==> config.mk <==
export PLATFORM = sky130hd
export DESIGN_NAME = order_packet_tx
export DESIGN_NICKNAME = d
export VERILOG_FILES = /design/src/rtl/pkt_tx_pkg.sv /design/src/rtl/tx_output_stage.sv /design/src/rtl/order_packet_tx.sv
export SDC_FILE = /design/constraint.sdc
export NUM_CORES = 1
export LEC_CHECK = 0
export CORE_UTILIZATION = 45
export DETAILED_ROUTE_END_ITERATION = 16
export PLACE_DENSITY = 0.69
export SYNTH_ARGS = -nofsm -noshare
export SYNTH_HDL_FRONTEND = slang
export SYNTH_SLANG_ARGS = --single-unit
export TNS_END_PERCENT = 1
==> constraint.sdc <==
create_clock -name clk_i -period 13.19 [get_ports clk_i]
set_clock_uncertainty 0.2 [all_clocks]
set_input_delay 1.9785 -clock clk_i [delete_from_list [all_inputs] [get_ports clk_i]]
set_output_delay 1.9785 -clock clk_i [all_outputs]
set_load 0.02 [all_outputs]
==> src/rtl/pkt_tx_pkg.sv <==
// Shared constants, FSM state type and start-legality helper for the packet transmitter.
// No latency of its own; combinational helper only.
// No flow control here; the helper is evaluated only when a start is presented.
// Contents: tx_state_t, PKT_TYPE_BYTES, SYMBOL_BYTES, LEN_W, OFF_W, MIN_PACKET_LEN, ext_t, start_legal().
package pkt_tx_pkg;

  localparam int LEN_W          = 11;
  localparam int OFF_W          = 16;
  localparam int PKT_TYPE_BYTES = 4;
  localparam int SYMBOL_BYTES   = 8;
  localparam int MIN_PACKET_LEN = PKT_TYPE_BYTES + SYMBOL_BYTES;

  typedef enum logic {
    ST_IDLE = 1'b0,
    ST_SEND = 1'b1
  } tx_state_t;

  // One bit wider than an offset so that offset + field size never wraps.
  typedef logic [OFF_W:0] ext_t;

  // True when both fields fit inside the packet without overlapping and the
  // length is within [MIN_PACKET_LEN, max_len].
  function automatic logic start_legal(input logic [LEN_W-1:0] len,
                                       input logic [OFF_W-1:0] pto,
                                       input logic [OFF_W-1:0] so,
                                       input ext_t             max_len);
    ext_t l;
    ext_t p;
    ext_t s;
    logic bad;
    l = ext_t'(len);
    p = ext_t'(pto);
    s = ext_t'(so);
    bad = (l < ext_t'(MIN_PACKET_LEN)) || (l > max_len)
       || (p + ext_t'(PKT_TYPE_BYTES - 1) >= l)
       || (s + ext_t'(SYMBOL_BYTES - 1) >= l)
       || ((p <= s + ext_t'(SYMBOL_BYTES - 1)) && (s <= p + ext_t'(PKT_TYPE_BYTES - 1)));
    return !bad;
  endfunction

endpackage

==> src/rtl/tx_output_stage.sv <==
// Single-entry output register (8-bit data + last flag) with valid/ready handshake.
// Latency: one cycle from load to valid output.
// Backpressure: contents held while vld_o && !rdy_i; load_en_o tells the producer when it may load.
// Ports: clk_i, rst_i, load_i, dat_i, last_i, rdy_i in; load_en_o, vld_o, dat_o, last_o out.
module tx_output_stage (
  input  logic       clk_i,
  input  logic       rst_i,
  input  logic       load_i,
  input  logic [7:0] dat_i,
  input  logic       last_i,
  input  logic       rdy_i,
  output logic       load_en_o,
  output logic       vld_o,
  output logic [7:0] dat_o,
  output logic       last_o
);

  logic       vld_q;
  logic [7:0] dat_q;
  logic       last_q;

  // Register may be overwritten when empty or when the sink takes the held byte.
  assign load_en_o = !vld_q || rdy_i;

  always_ff @(posedge clk_i or posedge rst_i) begin
    if (rst_i) begin
      vld_q  <= 1'b0;
      dat_q  <= 8'h00;
      last_q <= 1'b0;
    end else if (load_en_o) begin
      // Without a new byte the register simply drains.
      vld_q <= load_i;
      if (load_i) begin
        dat_q  <= dat_i;
        last_q <= last_i;
      end
    end
  end

  assign vld_o  = vld_q;
  assign dat_o  = dat_q;
  assign last_o = last_q;

endmodule

==> src/rtl/order_packet_tx.sv <==
// Packet builder: serializes pkt_len bytes with little-endian PACKET_TYPE/SYMBOL fields at programmable offsets, payload elsewhere.
// Latency: first byte valid two cycles after start is sampled; then 1 byte/cycle; done pulses with the last-byte handshake.
// Backpressure: tx_ready low holds the output byte; pay_valid low stalls payload positions (field bytes never wait).
// Ports: clk_i, rst_i, start_i, pkt_len_i, packet_type_offset_i, symbol_offset_i, packet_type_i, symbol_i,
//        pay_data_i/pay_valid_i/pay_ready_o, tx_data_o/tx_valid_o/tx_ready_i/tx_last_o, busy_o, done_o, err_o.
module order_packet_tx
  import pkt_tx_pkg::*;
#(
  parameter int MAX_PACKET_LEN = 1500
) (
  input  logic             clk_i,
  input  logic             rst_i,
  input  logic             start_i,
  input  logic [LEN_W-1:0] pkt_len_i,
  input  logic [OFF_W-1:0] packet_type_offset_i,
  input  logic [OFF_W-1:0] symbol_offset_i,
  input  logic [31:0]      packet_type_i,
  input  logic [63:0]      symbol_i,
  input  logic [7:0]       pay_data_i,
  input  logic             pay_valid_i,
  output logic             pay_ready_o,
  output logic [7:0]       tx_data_o,
  output logic             tx_valid_o,
  input  logic             tx_ready_i,
  output logic             tx_last_o,
  output logic             busy_o,
  output logic             done_o,
  output logic             err_o
);

  tx_state_t        state_q, state_d;
  logic [LEN_W-1:0] idx_q, idx_d;
  logic             err_q, err_d;
  logic [LEN_W-1:0] len_q;
  logic [OFF_W-1:0] pto_q, so_q;
  logic [31:0]      type_q;
  logic [63:0]      sym_q;

  logic             accept;
  ext_t             idx_x, t_rel, s_rel;
  logic             in_type, in_sym, more, is_field;
  logic             load_en, load, last_byte;
  logic [7:0]       byte_d;

  // Byte selection. A negative (idx - offset) wraps to a value far above the
  // field size in 17 bits, so a single unsigned compare covers both bounds.
  always_comb begin
    idx_x     = ext_t'(idx_q);
    t_rel     = idx_x - ext_t'(pto_q);
    s_rel     = idx_x - ext_t'(so_q);
    in_type   = t_rel < ext_t'(PKT_TYPE_BYTES);
    in_sym    = s_rel < ext_t'(SYMBOL_BYTES);
    is_field  = in_type || in_sym;
    more      = idx_q < len_q;
    last_byte = idx_q == (len_q - LEN_W'(1));
    if (in_type) begin
      byte_d = type_q[{t_rel[1:0], 3'b000} +: 8];
    end else if (in_sym) begin
      byte_d = sym_q[{s_rel[2:0], 3'b000} +: 8];
    end else begin
      byte_d = pay_data_i;
    end
  end

  always_comb begin
    load        = 1'b0;
    pay_ready_o = 1'b0;
    if (state_q == ST_SEND && more && load_en) begin
      load        = is_field || pay_valid_i;
      pay_ready_o = !is_field && pay_valid_i;
    end
  end

  tx_output_stage u_out (
    .clk_i     (clk_i),
    .rst_i     (rst_i),
    .load_i    (load),
    .dat_i     (byte_d),
    .last_i    (last_byte),
    .rdy_i     (tx_ready_i),
    .load_en_o (load_en),
    .vld_o     (tx_valid_o),
    .dat_o     (tx_data_o),
    .last_o    (tx_last_o)
  );

  assign done_o = tx_valid_o && tx_ready_i && tx_last_o;
  assign busy_o = state_q == ST_SEND;
  assign err_o  = err_q;

  always_comb begin
    state_d = state_q;
    idx_d   = idx_q;
    err_d   = 1'b0;
    accept  = 1'b0;
    case (state_q)
      ST_IDLE: begin
        if (start_i) begin
          if (start_legal(pkt_len_i, packet_type_offset_i, symbol_offset_i,
                          ext_t'(MAX_PACKET_LEN))) begin
            accept  = 1'b1;
            idx_d   = '0;
            state_d = ST_SEND;
          end else begin
            err_d = 1'b1;
          end
        end
      end
      ST_SEND: begin
        if (load) idx_d = idx_q + LEN_W'(1);
        if (done_o) state_d = ST_IDLE;
      end
      default: state_d = ST_IDLE;
    endcase
  end

  always_ff @(posedge clk_i or posedge rst_i) begin
    if (rst_i) begin
      state_q <= ST_IDLE;
      idx_q   <= '0;
      err_q   <= 1'b0;
    end else begin
      state_q <= state_d;
      idx_q   <= idx_d;
      err_q   <= err_d;
    end
  end

  // Configuration is captured only on an accepted start; a rejected start leaves it untouched.
  always_ff @(posedge clk_i or posedge rst_i) begin
    if (rst_i) begin
      len_q  <= '0;
      pto_q  <= '0;
      so_q   <= '0;
      type_q <= '0;
      sym_q  <= '0;
    end else if (accept) begin
      len_q  <= pkt_len_i;
      pto_q  <= packet_type_offset_i;
      so_q   <= symbol_offset_i;
      type_q <= packet_type_i;
      sym_q  <= symbol_i;
    end
  end

endmodule

**Signal wires on met1**

The bar under the picture is 50 um long.
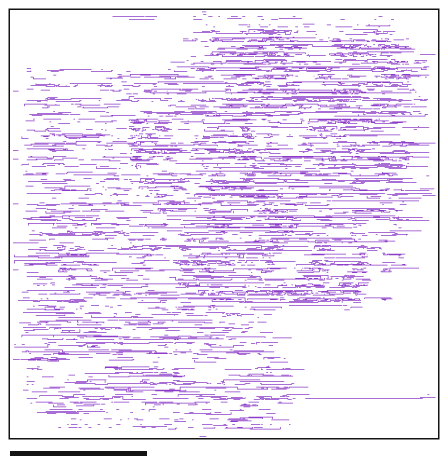
1272 nets have wire on it. The wires run mostly horizontal. The layer holds 46% of the routed length. The layer carries 12600 um of wire. The longest straight run is 69.0 um.
wire length reported by the detailed router: 27500 um
met1 usage in global routing: 31.5%
detailed-route via count: 8125

**Signal wires on met2**

The bar under the picture is 50 um long. Cells faint in the background.
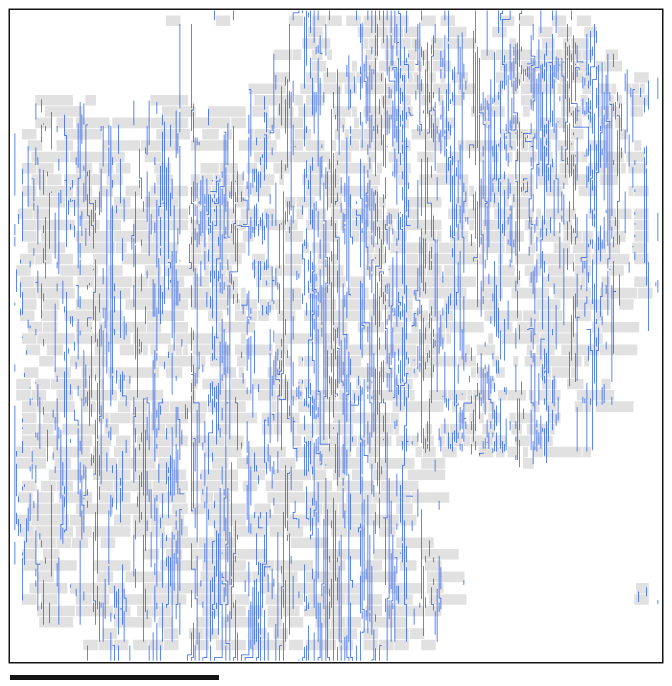
The wires run mostly vertical. 1206 nets have wire on it.
global-route met2 utilization: 38.1%

**Met3 routing**

The bar under the picture is 50 um long. Cells faint in the background.
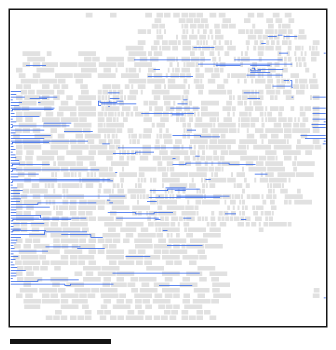
The longest straight run is 56.4 um. 143 nets have wire on it. The wires run mostly horizontal.
met3 Track Usage GR: 6.65%

-- registers in the layout, summed over array words and instances, names as in the netlist --
| name | cells |
|---|---|
| u_out.vld_o | 1 |
| err_o | 1 |
| pto_q | 16 |
| type_q | 32 |
| busy_o | 1 |
| sym_q | 64 |
| idx_q | 11 |
| u_out.last_o | 1 |
| so_q | 16 |
| len_q | 11 |
| u_out.dat_o | 8 |
-- logic make-up (layout without fill, tap and decap cells) --
family,count (synthesis),count (layout),share of synthesized area [%]
xor gates and xnor gates,51,51,4.17
buffers and inverters,112,284,5.26
DFF,162,162,37.9
adders and majority gates,92,92,10.9
AOI/OAI and AO/OA,165,165,10.0
muxes,175,175,20.7
and+or+nand+nor,226,226,11.1
==> flow_summary.toml <==
# yosys + openroad results
[sta]
layout_worst_path_cycle_share_pct = 53.8
count_of_final_setup_violators = 0
rsz0062_at_grt = "no"
count_of_final_hold_check_violations = 0
setup_ws_ps = 6100
worstMarginPinSlew_ps = 990
time_the_final_worst_path_needs_with_i_o_delays_and_setup_ps = 7090
relSlewSlack_pct = 33.8
fin_setup_tns_ps = 0
maxSlewViolCount = 0

[critical_path]
worstSetupEndpointType = "flop"
timing.critical_path.required_ps = 13300
critical_path_launch_point_type = "primary input"
delay_of_the_slowest_cell_on_the_worst_path_ps = 760
critical_path.endpoint = "sym_q[57]"
critPathArrivalTime_ps = 7210
worstPathCellList = "clkdlybuf4s50_1, inv_1, ha_1, or2_2, nor2_1, nand3_1, xor2_1, ha_1, nand4_1, nor3_1, o31ai_1, o211ai_1, a32oi_1, nor4_2, o211ai_2, nor2_4, buf_4, mux2_1"
crit_path_max_fanout = 66
critPathMostFrequentCell = "sky130_fd_sc_hd__ha_1"
crit_cells = 18
crit_path_start = "packet_type_offset_i[0]"
r2r-end = "idx_q[9]"
reg2regPathDepth = 10

[job]
max_cap_violations = 0
tool_warnings = 28

[cts]
postCtsSetupBuffers = 0
buffers_from_clock_root_to_sink_at_most = 2
cts.sinks = 162
hold_bufs_inserted_after_cts = 0
clock_tree.htree_level_count = 4

[detailed_routing]
number_of_search_and_repair_iterations_in_the_first_detailed_routing_pass = 11
route.detailed.drc = 1
met1_length_um = 12600
wl_met2_um = 12900
vias_per_cell = 5.51
wire_per_inst_um = 18.7
drt_first_iter_violations = 627

[global_route]
grt-busiest-layer = "met2"
antenna_found_initial = 0
grt_use_total_pct = 23.5
overflow = 0

[floorplanning]
std_cell_rows = 56
boundaryPins = 166
floorplan.tapcells = 319
chip_area_um2 = 24400
core_area_um2 = 23400
fp-utilization_pct = 45.7

[outcome]
outcome = "finished with violations"
violations = "DRC"

[finish]
logic_area_um2 = 6100
num-clock-buffers = 18
comb_cells = 709
final.fill_count = 2015
area_dominant_class = "logic gates"
finalInstanceArea_um2 = 13200
clk_share_pct = 4.55
final_cell_count_no_fill = 1474
layout-drive-gt1-share_pct = 10.4
layout.non_clock_inverters = 81
antenna-diode-count = 0
share_of_the_final_layout_cell_area_in_sequential_cells_pct = 30.8

[synth]
synth-edff-count = 0
post_synthesis_chip_area_from_yosys_um2 = 10700
syn_inst = 983
synth_warnings = 0
top_cell_area_share_pct = 37.9
largest_area_cell = "sky130_fd_sc_hd__dfrtp_1"
yosysMostFrequentCell = "sky130_fd_sc_hd__dfrtp_1"
netlist-cell-type-count = 72
synth.cell_area_um2 = 10700
synth-cells-yosys = 983
yosysSeqAreaShare_pct = 37.9
synth_flop_count = 162

[placed_design]
portBuffers = 165
dpl.hpwl_um = 21200
gp_routability_congestion = 0.944

[power_and_ir_drop]
power_dissipated_in_combinational_cells_mw = 0.488
power.density_nw_per_um2 = 117
pg_clk_mw = 0.500
internal_power_mw = 0.998
power.sequential.fraction_pct = 35.6
switching_component_of_the_power_mw = 0.536
power_leakage_nw = 6.23
clockPowerShare_pct = 32.6

[min_path]
hold_path_class = "flop to flop"
